$ cat src/rtl/rv32i_types.sv
// rtl/rv32i_types.sv - shared types and sizing for the cache-line to burst-memory adapter
package rv32i_types;

    localparam int BEAT_W           = 64;
    localparam int BURST_LEN        = 4;
    localparam int LINE_W           = BEAT_W * BURST_LEN;
    localparam int LINE_OFFSET_BITS = 5;
    localparam int BEAT_CNT_W       = $clog2(BURST_LEN);

    typedef enum logic [2:0] {
        IDLE,
        RD_REQ,
        RD_WAIT,
        WR_BURST,
        DONE
    } adapter_state_t;

endpackage

$ cat src/rtl/cacheline_adapter.sv
// rtl/cacheline_adapter.sv - 256-bit cache-line requests to 64-bit burst memory transactions
//
// Optional feature macro: CACHELINE_ADAPTER_ADDR_CHECK_EN (adds addr_err and raddr compare).
// Ports:
//   clk, rst                      clock, synchronous active-high reset
//   ufp_addr/read/write/wdata     line request from the prefetcher/cache side
//   ufp_rdata, ufp_resp           assembled read line and one-cycle completion pulse
//   bmem_addr/read/write/wdata    burst request and write beats toward memory
//   bmem_ready                    memory accepts request/beat this cycle
//   bmem_raddr/rdata/rvalid       returning read beats
//   addr_err                      sticky read-address mismatch (macro builds only)
module cacheline_adapter
    import rv32i_types::*;
(
    input  logic              clk,
    input  logic              rst,
    input  logic [31:0]       ufp_addr,
    input  logic              ufp_read,
    input  logic              ufp_write,
    input  logic [LINE_W-1:0] ufp_wdata,
    output logic [LINE_W-1:0] ufp_rdata,
    output logic              ufp_resp,
    output logic [31:0]       bmem_addr,
    output logic              bmem_read,
    output logic              bmem_write,
    output logic [BEAT_W-1:0] bmem_wdata,
    input  logic              bmem_ready,
`ifdef CACHELINE_ADAPTER_ADDR_CHECK_EN
    output logic              addr_err,
`endif
    input  logic [31:0]       bmem_raddr,
    input  logic [BEAT_W-1:0] bmem_rdata,
    input  logic              bmem_rvalid
);

    localparam logic [BEAT_CNT_W-1:0] LAST_BEAT = BEAT_CNT_W'(BURST_LEN - 1);

    adapter_state_t          state_q, state_d;
    logic [BEAT_CNT_W-1:0]   beat_cnt_q, beat_cnt_d;
    logic [LINE_W-1:0]       line_q, line_d;
    logic [LINE_W-1:0]       ufp_rdata_d;
    logic                    ufp_resp_d;
    logic [31:0]             bmem_addr_d;
    logic                    bmem_read_d;
    logic                    bmem_write_d;
    logic [BEAT_W-1:0]       bmem_wdata_d;

    always_ff @(posedge clk) begin
        if (rst) begin
            state_q <= IDLE;
        end else begin
            state_q <= state_d;
        end
    end

    // Every output is computed one cycle ahead here and registered below, so the
    // memory side sees bmem_read/bmem_write exactly while the FSM sits in the
    // matching state.
    always_comb begin
        state_d      = state_q;
        beat_cnt_d   = beat_cnt_q;
        line_d       = line_q;
        ufp_rdata_d  = ufp_rdata;
        ufp_resp_d   = 1'b0;
        bmem_addr_d  = bmem_addr;
        bmem_read_d  = bmem_read;
        bmem_write_d = bmem_write;
        bmem_wdata_d = bmem_wdata;

        unique case (state_q)
            IDLE: begin
                beat_cnt_d = '0;
                // Read takes priority when both requests are raised together.
                if (ufp_read) begin
                    bmem_addr_d = {ufp_addr[31:LINE_OFFSET_BITS], {LINE_OFFSET_BITS{1'b0}}};
                    bmem_read_d = 1'b1;
                    state_d     = RD_REQ;
                end else if (ufp_write) begin
                    bmem_addr_d  = {ufp_addr[31:LINE_OFFSET_BITS], {LINE_OFFSET_BITS{1'b0}}};
                    line_d       = ufp_wdata;
                    bmem_write_d = 1'b1;
                    bmem_wdata_d = ufp_wdata[BEAT_W-1:0];
                    state_d      = WR_BURST;
                end
            end
            RD_REQ: begin
                if (bmem_ready) begin
                    bmem_read_d = 1'b0;
                    state_d     = RD_WAIT;
                end
            end
            RD_WAIT: begin
                if (bmem_rvalid) begin
                    line_d[BEAT_W*beat_cnt_q +: BEAT_W] = bmem_rdata;
                    beat_cnt_d = beat_cnt_q + BEAT_CNT_W'(1);
                    if (beat_cnt_q == LAST_BEAT) begin
                        ufp_rdata_d = line_d;
                        ufp_resp_d  = 1'b1;
                        state_d     = DONE;
                    end
                end
            end
            WR_BURST: begin
                if (bmem_ready) begin
                    beat_cnt_d = beat_cnt_q + BEAT_CNT_W'(1);
                    if (beat_cnt_q == LAST_BEAT) begin
                        bmem_write_d = 1'b0;
                        ufp_resp_d   = 1'b1;
                        state_d      = DONE;
                    end else begin
                        bmem_wdata_d = line_q[BEAT_W*beat_cnt_d +: BEAT_W];
                    end
                end
            end
            DONE: begin
                beat_cnt_d = '0;
                state_d    = IDLE;
            end
            default: begin
                state_d = IDLE;
            end
        endcase
    end

    always_ff @(posedge clk) begin
        if (rst) begin
            beat_cnt_q <= '0;
            line_q     <= '0;
            ufp_rdata  <= '0;
            ufp_resp   <= 1'b0;
            bmem_addr  <= '0;
            bmem_read  <= 1'b0;
            bmem_write <= 1'b0;
            bmem_wdata <= '0;
        end else begin
            beat_cnt_q <= beat_cnt_d;
            line_q     <= line_d;
            ufp_rdata  <= ufp_rdata_d;
            ufp_resp   <= ufp_resp_d;
            bmem_addr  <= bmem_addr_d;
            bmem_read  <= bmem_read_d;
            bmem_write <= bmem_write_d;
            bmem_wdata <= bmem_wdata_d;
        end
    end

`ifdef CACHELINE_ADAPTER_ADDR_CHECK_EN
    // bmem_addr still holds the latched line address throughout RD_WAIT.
    always_ff @(posedge clk) begin
        if (rst) begin
            addr_err <= 1'b0;
        end else if (state_q == RD_WAIT && bmem_rvalid && beat_cnt_q == '0
                     && bmem_raddr != bmem_addr) begin
            addr_err <= 1'b1;
        end
    end

    logic unused_offset;
    assign unused_offset = ^ufp_addr[LINE_OFFSET_BITS-1:0];
`else
    logic unused_inputs;
    assign unused_inputs = ^{bmem_raddr, ufp_addr[LINE_OFFSET_BITS-1:0]};
`endif

endmodule

$ cat config.mk
export PLATFORM = sky130hd
export DESIGN_NAME = cacheline_adapter
export DESIGN_NICKNAME = d
export VERILOG_FILES = /design/src/rtl/rv32i_types.sv /design/src/rtl/cacheline_adapter.sv
export SDC_FILE = /design/constraint.sdc
export NUM_CORES = 1
export LEC_CHECK = 0
export ABC_AREA = 1
export CORE_UTILIZATION = 35
export DETAILED_ROUTE_END_ITERATION = 10
export GPL_ROUTABILITY_DRIVEN = 0
export PLACE_DENSITY = 0.66
export SYNTH_ARGS = -nofsm -noshare
export SYNTH_HDL_FRONTEND = slang
export SYNTH_SLANG_ARGS = --single-unit
$ cat constraint.sdc
create_clock -name clk -period 5.6 [get_ports clk]
set_clock_uncertainty 0.1 [all_clocks]
set_input_delay 1.12 -clock clk [delete_from_list [all_inputs] [get_ports clk]]
set_output_delay 1.12 -clock clk [all_outputs]
set_load 0.03 [all_outputs]
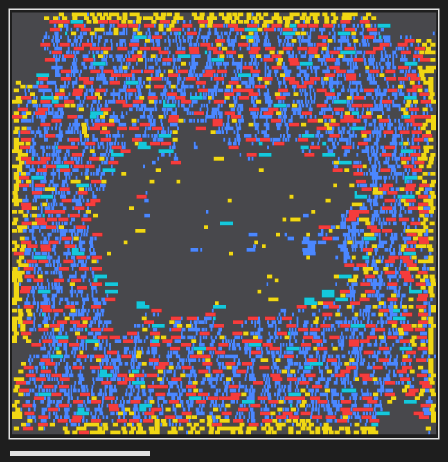
*Cells colored by class*
The bar under the picture is 100 um long. Fill, decap, tap and diode cells in gray.
| class | color | cells | share of their area |
|---|---|---|---|
| remaining buffers and delay cells | yellow | 751 | 18% |
| remaining logic cells | blue | 4,600 | 46% |
| clock drivers and dummy loads | cyan | 131 | 5.9% |
| sequential cells | red | 611 | 30% |
number of cell rows: 111
post-layout instance area: 0.04228 mm2

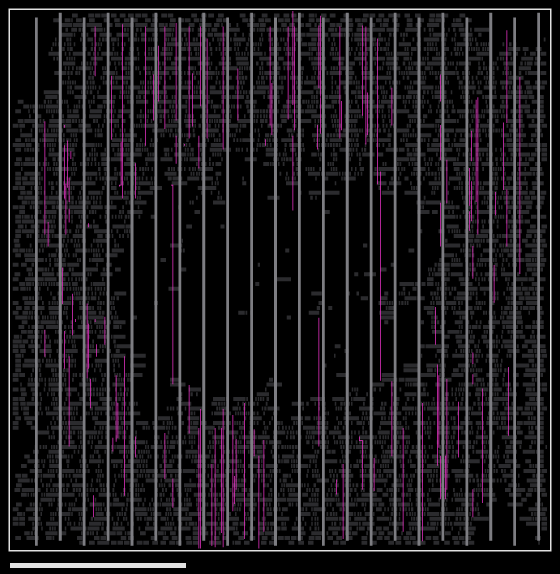
*Signal wires on met4*
The bar under the picture is 100 um long. Supply wires on this layer in gray.
nets with wire on the layer: 78
main direction: vertical
longest straight run: 118 um
share of all routed wire: 3.3%
total number of vias: 36,360
routed wire length: 135.5 mm

==> results.txt <==
fresh numbers from the pnr run: status complete, but fails checks, failing checks slew limit, worst setup path startpoint state_q[1], Cell Area, Synth 0.03243 mm2, critical path's top delay family buffers and inverters, min-delay src bmem_addr[31], final clock period utilization by the worst path ~74%, storage element area between 0.01 and 0.015 mm2, number of optimization iterations in the first detailed-route pass 6, sequential group share of total power between 20% and 30%, grt total ovfl 0, number of fillers in the final layout 9,638, area growth from synthesis to layout 30.37%, average detailed-routed wire length per instance between 15 and 20 um, number of H-tree branching levels 3, ANT cells 15, Clk pin slew, worst setup/hold paths about 60 ps, met2 WL about 63 mm, Switching Share about 46%, largest registers line_q (256), ufp_rdata (256), bmem_wdata (64), crit path time final 4171 ps, maxcap violations 0, floorplan-stage core utilization around 35%, reg-to-reg endpoint ufp_rdata[66], chain of cells forming the critical path nand2_1 -> nor2_4 -> buf_4 -> nand3_4 -> inv_8 -> buf_12 -> nand2_1 -> a21oi_1, inverter tally of the final layout excluding the clock network approximately 370, Setup crit end kind flop, Cell Count, Final, Fillers Out 7,294, power attributed to sequential cells roughly 6.3 mW, io pins around 750, post-CTS setup buffers 0, worst reg2reg startpoint state_q[1], slew margin rel. -0.1406%, hold-critical path depth 2, clk latency late pin 610 ps, Pwr per Cell Area ~500 mW/mm2, number of cells produced by synthesis about 5,600, proportion of layout cells with a drive suffix above 1 approximately 3.1%, library cell with the highest instance count after synthesis nand2_1, remaining antenna violation count 0, top layer used by detailed routing met5, worst-case clock buffer depth 3, dpl ws around 1500 ps, flip-flops between 600 and 700, cell accounting for the most synthesized area dfxtp_1, Final clock-cell share ~5.7%, Hold Crit Endpoint bmem_addr[31], TritonCTS clock tree built, number of buffers created by CTS ~74, count of clock tree sinks roughly 610, Slew Limit Fails 15, area of the die about 0.094 mm2, die height approximately 310 um, most common library cells after synthesis nand2_1, nor2_1, dfxtp_1, Total Routing Usage GR ~28%, data arrival at the endpoint of the critical path about 4600 ps, number of antenna violations at the first check in global routing 25, setup repair after global routing missed its margin false, top fanout value on the critical path about 120, net switching power between 9 and 10 mW, met3 wirelength from detailed routing around 12 mm, hold buffer count at cts 0, Combinational Power 10.1 mW, power dissipated in the clock network roughly 4.9 mW, crit path kind flop to flop, Distinct lib cells used 22, most area-consuming cells after synthesis dfxtp_1, nand2_1, nor2_1, Synthesized registers between 600 and 700, via count of the first global-routing pass 33,390, cell occurring most often along the worst timing path nand2_1, multi-input gate share of the layout cell area about two fifths, number of gates resized after cts 0, CORE AREA around 0.09 mm2, cell count after placement a little over 7,000, Yosys chip area approximately 0.032 mm2, register share after synthesis between 30 and 40%, count of cell instances traversed by the critical path 8, clock network fraction of total power a little under a quarter, setup TNS 0 ps, Synth Warn # 0, startpoint type of the worst setup path flop, number of buffers and inverters on the critical path 3, Post-synth EDFFs 0, via/cell ratio approximately 5, achievable clock frequency 239.8 MHz, tap cell instance count 1,186, worst hold slack 358.1 ps, capturing instance or port of the critical path ufp_rdata[66], count of warning messages emitted by the tools around 90, standby leakage power 18.80 nW, VDD IR-drop max ~0.00039 V, post-placement cell area about 0.040 mm2, Avg Inst Size Synth just under 6 um2, input/output buffers ~700, GRT busiest layer met2, yosys stat cell total 5,598, non-clock buffer area fraction after layout between 15 and 20%, endpoints failing setup 0, required time at the worst-slack endpoint 6020 ps, worst-margin pin slew ~1500 ps, Internal 11.57 mW, wire length of the first global-routing pass roughly 200 mm, final worst-path setup slack ~1400 ps, Post-DP HPWL 84.40 mm, count of clock buffers in the final design 110, Residual DRC 0, Crit path largest cell delay roughly 850 ps, final-report hold violation count 0, Buffers excl. clock about 750, Largest type area fraction a little under two fifths, crit path max-delay cell type inv_8, proportion of power drawn by combinational gates 47.5%
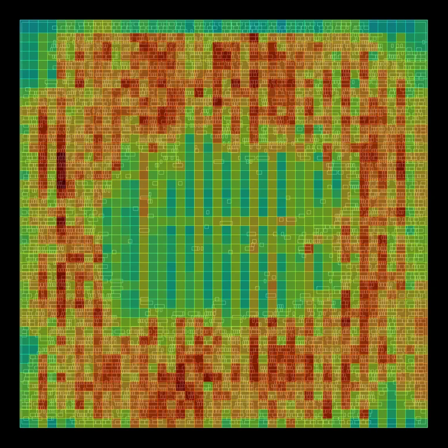
*Track usage over the die*
met2 demand-to-capacity share in global routing: 45.23%
Final Core Density: 46.12%
met3 Track Usage GR: 5.903%
met1 usage in global routing: 35.31%

-- placed cells by master (no fill, tap or decap), drive strengths merged --
master / instances
nand2: 2778
clkdlybuf4s50: 701
nor2: 689
dfxtp: 611
inv: 369
a21oi: 286
nand3: 266
clkbuf: 110
o21ai: 95
o22ai: 64
buf: 50
nand3b: 35
clkinv: 19
diode: 15
ha: 6
conb: 5
clkinvlp: 4
nor3: 3
bufinv: 2
-- tightest hold or removal path, cell delays in order (launching register included) --
cell and delay, ps:
dfxtp_1 300, nand2_1 60, a21oi_1 50
-- logic make-up after synthesis --
group / Yosys count / synth area share (%)
AND/OR/NAND/NOR: 3771 / 45.16
buffers and inverters: 764 / 9.762
flip-flops: 611 / 37.72
AND-OR/OR-AND: 445 / 7.115
adder cells (fa/ha/maj): 6 / 0.2315
other: 1 / 0.01156
Power and IR drop assume default switching activity.
